`src/rtl/tlp_tx_pkg.sv`:
```
// ---------------------------------------------------------------------------
// tlp_tx_pkg
// Shared types and defaults for the TLP transmit arbiter.
//   state_e          : arbiter FSM state encoding
//   DEFAULT_DW       : default TLP data width (bits)
//   DEFAULT_TIMEOUT  : default stall limit while a grant is held (cycles)
//   STALL_W          : stall counter width, sized for the largest legal limit
// ---------------------------------------------------------------------------
package tlp_tx_pkg;

  typedef enum logic {
    IDLE = 1'b0,
    XFER = 1'b1
  } state_e;

  localparam int DEFAULT_DW      = 64;
  localparam int DEFAULT_TIMEOUT = 1023;
  localparam int STALL_W         = 16;

endpackage

```
`src/rtl/rr_arbiter.sv`:
```
// ---------------------------------------------------------------------------
// rr_arbiter
// Combinational round-robin pick. Searches upward from ptr with wrap and
// returns a one-hot grant for the first requester found (all zero if none).
//   req : request vector, one bit per engine
//   ptr : index where the search starts
//   gnt : one-hot grant
// ---------------------------------------------------------------------------
module rr_arbiter #(
  parameter int pN  = 4,
  parameter int pPW = 2
) (
  input  logic [pN-1:0]  req,
  input  logic [pPW-1:0] ptr,
  output logic [pN-1:0]  gnt
);

  logic found;

  // Outer loop is the search distance from ptr; inner loop keeps every bit
  // select at a constant index so no variable-width indexing is needed.
  always_comb begin
    gnt   = '0;
    found = 1'b0;
    for (int i = 0; i < pN; i++) begin
      for (int j = 0; j < pN; j++) begin
        if (!found && req[j] && (j == ((int'(ptr) + i) % pN))) begin
          gnt[j] = 1'b1;
          found  = 1'b1;
        end
      end
    end
  end

endmodule

```
`src/rtl/tlp_tx_arbiter.sv`:
```
// ---------------------------------------------------------------------------
// tlp_tx_arbiter
// Round-robin arbiter that forwards complete TLPs from pENGINENUM engines
// onto a single core Tx interface, one packet per grant.
//   i_Clk, i_ARst          : clock, async active-high reset
//   iv_EngineReq           : engine n has a complete TLP queued
//   iv_EngineSop/Eop/Dv    : per-engine start/end/valid strobes
//   iv_EngineData          : engine n data in [n*pDW +: pDW]
//   ov_EngineGnt           : registered one-hot grant
//   ov_EngineRd            : per-engine beat-consumed strobe
//   o_TxSop/Eop/Dv/Data    : muxed Tx beat from the granted engine
//   i_TxReady              : core accepts the current beat
//   o_TimeoutErr           : one-cycle pulse when a stalled grant is aborted
//   o_Busy                 : a grant is held
//
// state | meaning
// IDLE  | no grant; picks a requester with rr_arbiter on the next edge
// XFER  | grant held until an accepted EOP beat or a stall timeout
// ---------------------------------------------------------------------------
module tlp_tx_arbiter
  import tlp_tx_pkg::*;
#(
  parameter int pENGINENUM = 4,
  parameter int pDW        = DEFAULT_DW,
  parameter int pTIMEOUT   = DEFAULT_TIMEOUT
) (
  input  logic                      i_Clk,
  input  logic                      i_ARst,
  input  logic [pENGINENUM-1:0]     iv_EngineReq,
  input  logic [pENGINENUM-1:0]     iv_EngineSop,
  input  logic [pENGINENUM-1:0]     iv_EngineEop,
  input  logic [pENGINENUM-1:0]     iv_EngineDv,
  input  logic [pENGINENUM*pDW-1:0] iv_EngineData,
  output logic [pENGINENUM-1:0]     ov_EngineGnt,
  output logic [pENGINENUM-1:0]     ov_EngineRd,
  output logic                      o_TxSop,
  output logic                      o_TxEop,
  output logic                      o_TxDv,
  output logic [pDW-1:0]            o_TxData,
  input  logic                      i_TxReady,
  output logic                      o_TimeoutErr,
  output logic                      o_Busy
);

  localparam int PW = (pENGINENUM > 1) ? $clog2(pENGINENUM) : 1;

  state_e                state_q;
  logic [pENGINENUM-1:0] gnt_q;
  logic [pENGINENUM-1:0] arb_gnt;
  logic [PW-1:0]         rr_ptr_q;
  logic [PW-1:0]         rr_ptr_d;
  logic [STALL_W-1:0]    stall_q;
  logic                  err_q;
  logic [pDW-1:0]        tx_data;
  logic                  beat_acc;
  logic                  pkt_done;
  logic                  stall_tc;

  rr_arbiter #(
    .pN  (pENGINENUM),
    .pPW (PW)
  ) u_rr (
    .req (iv_EngineReq),
    .ptr (rr_ptr_q),
    .gnt (arb_gnt)
  );

  // Data mux and the pointer that follows the current grant; both are zero
  // / unchanged when no grant is held.
  always_comb begin
    tx_data  = '0;
    rr_ptr_d = rr_ptr_q;
    for (int n = 0; n < pENGINENUM; n++) begin
      if (gnt_q[n]) begin
        tx_data  = iv_EngineData[n*pDW +: pDW];
        rr_ptr_d = (n == pENGINENUM - 1) ? '0 : PW'(n + 1);
      end
    end
  end

  // Tx strobes come straight off the registered grant, so an async reset
  // clears them in the same cycle.
  assign o_TxDv      = |(gnt_q & iv_EngineDv);
  assign o_TxSop     = |(gnt_q & iv_EngineSop);
  assign o_TxEop     = |(gnt_q & iv_EngineEop);
  assign o_TxData    = tx_data;
  assign ov_EngineRd = gnt_q & iv_EngineDv & {pENGINENUM{i_TxReady}};

  assign beat_acc = o_TxDv & i_TxReady;
  assign pkt_done = beat_acc & o_TxEop;
  // This stalled cycle is the one that brings the count to pTIMEOUT.
  assign stall_tc = !beat_acc && (stall_q == STALL_W'(pTIMEOUT - 1));

  always_ff @(posedge i_Clk or posedge i_ARst) begin
    if (i_ARst) begin
      state_q  <= IDLE;
      gnt_q    <= '0;
      rr_ptr_q <= '0;
      stall_q  <= '0;
      err_q    <= 1'b0;
    end else begin
      err_q <= 1'b0;
      case (state_q)
        IDLE: begin
          stall_q <= '0;
          if (|iv_EngineReq) begin
            gnt_q   <= arb_gnt;
            state_q <= XFER;
          end
        end
        XFER: begin
          if (pkt_done) begin
            gnt_q    <= '0;
            rr_ptr_q <= rr_ptr_d;
            stall_q  <= '0;
            state_q  <= IDLE;
          end else if (stall_tc) begin
            gnt_q    <= '0;
            rr_ptr_q <= rr_ptr_d;
            stall_q  <= '0;
            err_q    <= 1'b1;
            state_q  <= IDLE;
          end else if (beat_acc) begin
            stall_q <= '0;
          end else begin
            stall_q <= stall_q + 1'b1;
          end
        end
        default: state_q <= IDLE;
      endcase
    end
  end

  assign ov_EngineGnt = gnt_q;
  assign o_TimeoutErr = err_q;
  assign o_Busy       = (state_q == XFER);

endmodule
```
`config.mk`:
```
export PLATFORM = sky130hd
export DESIGN_NAME = tlp_tx_arbiter
export DESIGN_NICKNAME = d
export VERILOG_FILES = /design/src/rtl/tlp_tx_pkg.sv /design/src/rtl/rr_arbiter.sv /design/src/rtl/tlp_tx_arbiter.sv
export SDC_FILE = /design/constraint.sdc
export NUM_CORES = 1
export LEC_CHECK = 0
export CORE_AREA = 2 2 135 137
export CTS_BUF_LIST = sky130_fd_sc_hd__clkbuf_16
export CTS_CLUSTER_DIAMETER = 100
export DETAILED_ROUTE_END_ITERATION = 8
export DIE_AREA = 0 0 137 139
export PLACE_DENSITY_LB_ADDON = 0.08
export REMOVE_ABC_BUFFERS = 1
export SLEW_MARGIN = 25
export SYNTH_ARGS = -nofsm -noshare
export SYNTH_HDL_FRONTEND = slang
export SYNTH_SLANG_ARGS = --single-unit
```
`constraint.sdc`:
```
create_clock -name i_Clk -period 2.2 [get_ports i_Clk]
set_input_delay 0.44 -clock i_Clk [delete_from_list [all_inputs] [get_ports i_Clk]]
set_output_delay 0.44 -clock i_Clk [all_outputs]
set_load 0.03 [all_outputs]
```
==> report_table.html <==
<h2>Implementation results</h2>
<table>
<tr><th>Metric</th><th>Value</th></tr>
<tr><th colspan="2">Pwr</th></tr>
<tr><td>P_sw</td><td>about 5700 uW</td></tr>
<tr><td>P_clk</td><td>around 410 uW</td></tr>
<tr><td>Fraction of power spent switching nets</td><td>approximately 53%</td></tr>
<tr><td>Power dissipated in combinational cells</td><td>approximately 9600 uW</td></tr>
<tr><td>Largest Pwr Group</td><td>combinational logic</td></tr>
<tr><td>Clock share of power</td><td>under 10%</td></tr>
<tr><td>Relative contribution of sequential cells to total power</td><td>under 10%</td></tr>
<tr><td>Seq pwr</td><td>695 uW</td></tr>
<tr><td>Power density cells</td><td>approximately 1500 nW/um2</td></tr>
<tr><td>Worst vdd rail ir drop</td><td>0.000772 V</td></tr>
<tr><td>Logic pwr share</td><td>between 80% and 90%</td></tr>
<tr><th colspan="2">Placed design</th></tr>
<tr><td>Global placer's final weighted congestion</td><td>between 0.9 and 1</td></tr>
<tr><td>HPWL Detailed</td><td>~17,000 um</td></tr>
<tr><th colspan="2">Cells and area</th></tr>
<tr><td>Area overhead of the layout relative to synthesis</td><td>138%</td></tr>
<tr><td>Number of nets in the layout</td><td>about 1,100</td></tr>
<tr><td>Fillers</td><td>approximately 1,800</td></tr>
<tr><td>Commonest cells after routing, fill and taps aside</td><td>280 x sky130_fd_sc_hd__clkdlybuf4s50_1, 79 x sky130_fd_sc_hd__o21ai_1, 78 x sky130_fd_sc_hd__buf_4</td></tr>
<tr><th colspan="2">Worst hold path</th></tr>
<tr><td>Hold Path Class</td><td>register to register</td></tr>
<tr><td>Worst Hold Endpoint</td><td>stall_q[0]</td></tr>
<tr><td>WHS Path Cells</td><td>1</td></tr>
<tr><th colspan="2">Critical path</th></tr>
<tr><td>Reg2Reg Depth</td><td>7</td></tr>
<tr><td>Worst reg2reg path endpoint</td><td>rr_ptr_q[1]</td></tr>
<tr><td>Category of the most critical setup path</td><td>register to output port</td></tr>
<tr><td>Worst r2r src</td><td>stall_q[0]</td></tr>
<tr><td>Buffering stage count on the worst path with inverters included</td><td>3</td></tr>
<tr><td>Data arrival time at the worst-slack endpoint</td><td>around 1.8 ns</td></tr>
<tr><td>Internal reg-to-reg setup slack</td><td>about 0.26 ns</td></tr>
<tr><td>Endpoint class of the critical path</td><td>output port</td></tr>
<tr><td>Crit path max-delay family</td><td>AND-OR/OR-AND gates</td></tr>
<tr><td>Worst setup SP type</td><td>register</td></tr>
<tr><td>Crit path largest cell delay</td><td>0.44 ns</td></tr>
<tr><td>Ordered list of cells on the worst path</td><td>nor2_4, buf_4, clkbuf_16, a221o_1, o21ai_2, o21ai_4, buf_12</td></tr>
<tr><th colspan="2">Synth</th></tr>
<tr><td>Post-Synthesis Mean Instance Area</td><td>between 6 and 7 um2</td></tr>
<tr><td>Number of instances in the synthesized netlist</td><td>445</td></tr>
<tr><td>Yosys stat chip area</td><td>between 3000 and 4000 um2</td></tr>
<tr><td>Sequential fraction of the synthesis area</td><td>between 10% and 20%</td></tr>
<tr><td>Synthesized flop and latch total</td><td>24</td></tr>
<tr><td>Yosys Instances</td><td>between 400 and 500</td></tr>
<tr><td>Netlist cell types</td><td>between 40 and 50</td></tr>
<tr><th colspan="2">Global routing</th></tr>
<tr><td>Via count of the first global-routing pass</td><td>between 4,000 and 5,000</td></tr>
<tr><td>Maximum number of pins on one net before global-route repair</td><td>around 43</td></tr>
<tr><td>Initial antenna violation count</td><td>4</td></tr>
<tr><td>Global router's overall resource usage</td><td>between 20% and 30%</td></tr>
<tr><th colspan="2">Floorplan</th></tr>
<tr><td>Die X-Extent</td><td>approximately 140 um</td></tr>
<tr><td>Core region area</td><td>17,700 um2</td></tr>
<tr><td>Top-Level Pins</td><td>about 350</td></tr>
<tr><td>Site Rows</td><td>~49</td></tr>
<tr><td>Full die area</td><td>~19,000 um2</td></tr>
<tr><td>Die y size</td><td>139 um</td></tr>
<tr><th colspan="2">Final timing</th></tr>
<tr><td>Fmax achieved</td><td>451 MHz</td></tr>
<tr><td>Transition at the pin with the smallest max-transition slack</td><td>0.393 ns</td></tr>
<tr><td>Fin. max-slew vios</td><td>0</td></tr>
<tr><td>Worst-case hold slack</td><td>between 0.4 and 0.5 ns</td></tr>
<tr><td>Rel. slew slack</td><td>roughly three quarters</td></tr>
<tr><td>Setup repair after global routing missed its margin</td><td>true</td></tr>
<tr><td>Endpoints failing setup</td><td>2</td></tr>
<tr><td>Setup WS post-layout</td><td>-0.0169 ns</td></tr>
<tr><td>Worst clock skew</td><td>around 0.0026 ns</td></tr>
<tr><th colspan="2">Drt</th></tr>
<tr><td>Routed wire length per instance</td><td>approximately 22 um</td></tr>
<tr><td>Final routed DRC violation total</td><td>0</td></tr>
<tr><td>Residual antenna-violating net count after detailed routing</td><td>0</td></tr>
<tr><td>Via-per-instance ratio</td><td>around 4.8</td></tr>
<tr><td>Number of detailed-route iterations in the first pass</td><td>5</td></tr>
<tr><th colspan="2">Clock tree</th></tr>
<tr><td>Resize count post-CTS</td><td>19</td></tr>
<tr><td>CTS root buffer</td><td>sky130_fd_sc_hd__clkbuf_16</td></tr>
<tr><td>H-tree level count</td><td>1</td></tr>
<tr><td>TritonCTS clock tree</td><td>yes</td></tr>
<tr><td>Number of sinks handled by clock tree synthesis</td><td>24</td></tr>
<tr><th colspan="2">Status</th></tr>
<tr><td>Outcome</td><td>finished, violations left</td></tr>
<tr><td>Failing checks</td><td>negative setup slack</td></tr>
<tr><th colspan="2">Run</th></tr>
<tr><td>Number of warnings in the stage logs</td><td>28</td></tr>
</table>
metal layers:
layer	track usage, %	up-vias	wire (um)
li1	-	2394	-
met1	24.7	2340	8540
met2	38.9	170	11500
met3	4.75	24	1780
met4	4.34	4	376
met5	0	-	27
metrics by stage:
step                      std cells  area (um2)  setup slack [ns]  utilization, %  power [uW]
after floorplan                 400        2840             -1.90               -        5380
after global placement         1004        6940           -0.0518            39.3        9760
after detailed placement       1004        6940           -0.0191            39.3        9790
after CTS                      1011        7050           -0.0379            40.0       10300
after global routing           1021        7230           -0.0978            41.0       11300
final                          1021        7230           -0.0169            41.0       10700
worst reg2reg max path, stage by stage, from the launching register on:
cell and delay [ns]:
sky130_fd_sc_hd__dfrtp_1 0.41, sky130_fd_sc_hd__inv_1 0.07, sky130_fd_sc_hd__ha_1 0.18, sky130_fd_sc_hd__nor4b_1 0.29, sky130_fd_sc_hd__and4_1 0.30, sky130_fd_sc_hd__mux2i_2 0.12, sky130_fd_sc_hd__nand2b_1 0.20, sky130_fd_sc_hd__a22o_1 0.25
registers in the layout, summed over array words and instances (netlist names):
name and count:
ov_EngineGnt 4, rr_ptr_q 2, stall_q 16, o_TimeoutErr 1
o_Busy 1
worst max path at each step:
| stage | startpoint | end | slack (ns) | depth (start not counted) |
|---|---|---|---|---|
| 2_1_floorplan | ov_EngineGnt[1] | o_TxData[0] | -1.90 | 4 |
| 3_3_place_gp | iv_EngineData[120] | o_TxData[56] | -0.05 | 5 |
| 3_5_place_dp | iv_EngineData[120] | o_TxData[56] | -0.02 | 5 |
| 4_1_cts | ov_EngineGnt[1] | o_TxData[0] | -0.04 | 7 |
| 5_1_grt | ov_EngineGnt[1] | o_TxData[17] | -0.1 | 7 |
| 6_report | ov_EngineGnt[1] | o_TxData[56] | -0.02 | 7 |
kinds of logic after synthesis:
kind of cell	Yosys count	share of synthesized area, %
simple gates	125	18.3
compound gates	226	49.6
buf+inv	56	7.84
flops	24	19.8
xor+xnor	11	3.18
fa+ha+maj	2	0.825
mux	1	0.454
Yosys cell counts, drive strengths merged:
master   number  area (um2)
o21ai       136         681
nand2        72         270
a221o        63         631
clkbuf       31         116
dfrtp        24         601
nor2         22        85.1
buf          14        80.1
inv          11        41.3
a21oi        10        50.1
a22oi         7        57.6
nand3         7        35.0
xnor2         6        52.6
and3          5        31.3
nor3          5        25.0
xor2          5        43.8
or3           4        25.0
and4          3        28.8
nand4         3        25.0
ha            2        25.0
o22ai         2        12.5
a211oi        1        7.51
a21bo         1        10.0
a21boi        1        11.3
a22o          1        8.76
and2          1        6.26
mux2i         1        13.8
nand2b        1        6.26
nand3b        1        7.51
nor4b         1        8.76
o2111ai       1        8.76
o211a         1        10.0
o22a          1        8.76
o32ai         1        8.76
layout make-up:
type | count | area, um2 | share of cell area [%]
clock inverters | 1 | 3.75 | 0.0519
clock buffers | 3 | 75.1 | 1.04
repair buffers | 386 | 3950 | 54.6
inverters | 11 | 41.3 | 0.571
well taps | 229 | 287 | 3.96
flip-flops and latches | 24 | 607 | 8.39
diodes | 2 | 5.00 | 0.0692
multi-input cells | 365 | 2270 | 31.4
Figure 1. Routed metal, one color a layer.
Bar = 50 um. Two of the layers only.
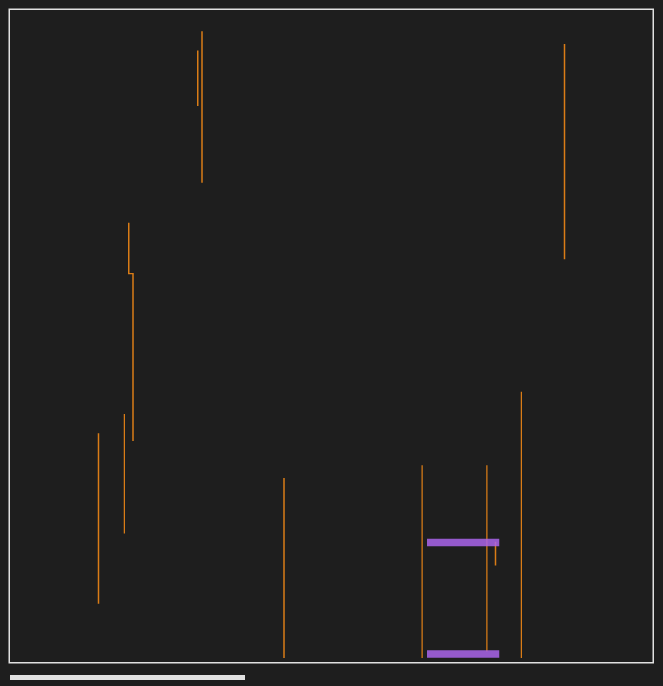
Key: M5 = purple [wire length 27.6 um]; M4 = orange [wire length 377 um]

Figure 2. Zoomed window.
Bar = 5 um. Window x 93 to 113, y 94 to 114 um. Cells in gray, sequential cells in the stronger gray; small squares are vias.
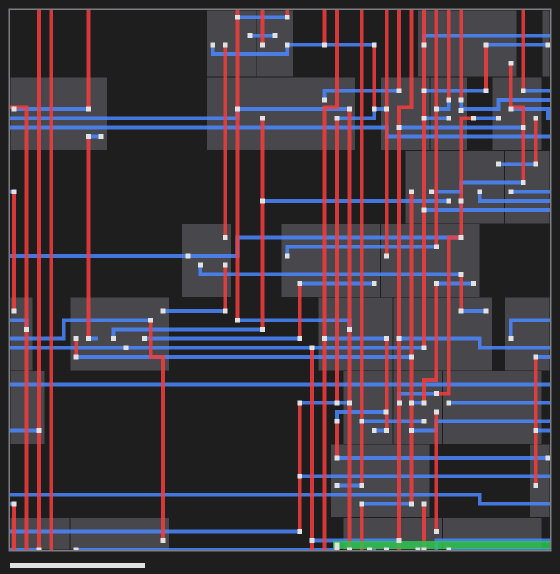
Key: M2 = red; M3 = green; M1 = blue
Most frequent: clkdlybuf4s50_1 (7). Sequential cells in the window: 0. 20 logic cells have their middle in the window.

Figure 3. M1 wires.
Bar = 50 um. Cells faint in the background.
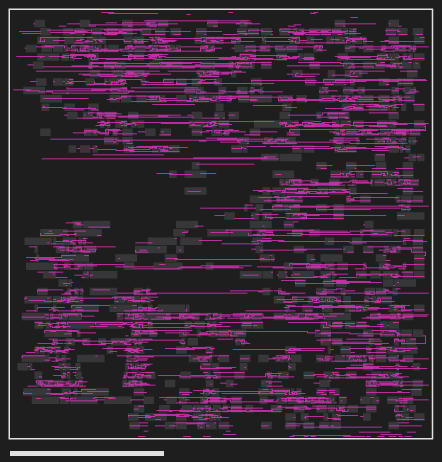
The longest straight run is 76.8 um. The layer carries 8,540 um of wire. The layer holds 38% of the routed length.

Power and IR drop assume default switching activity.
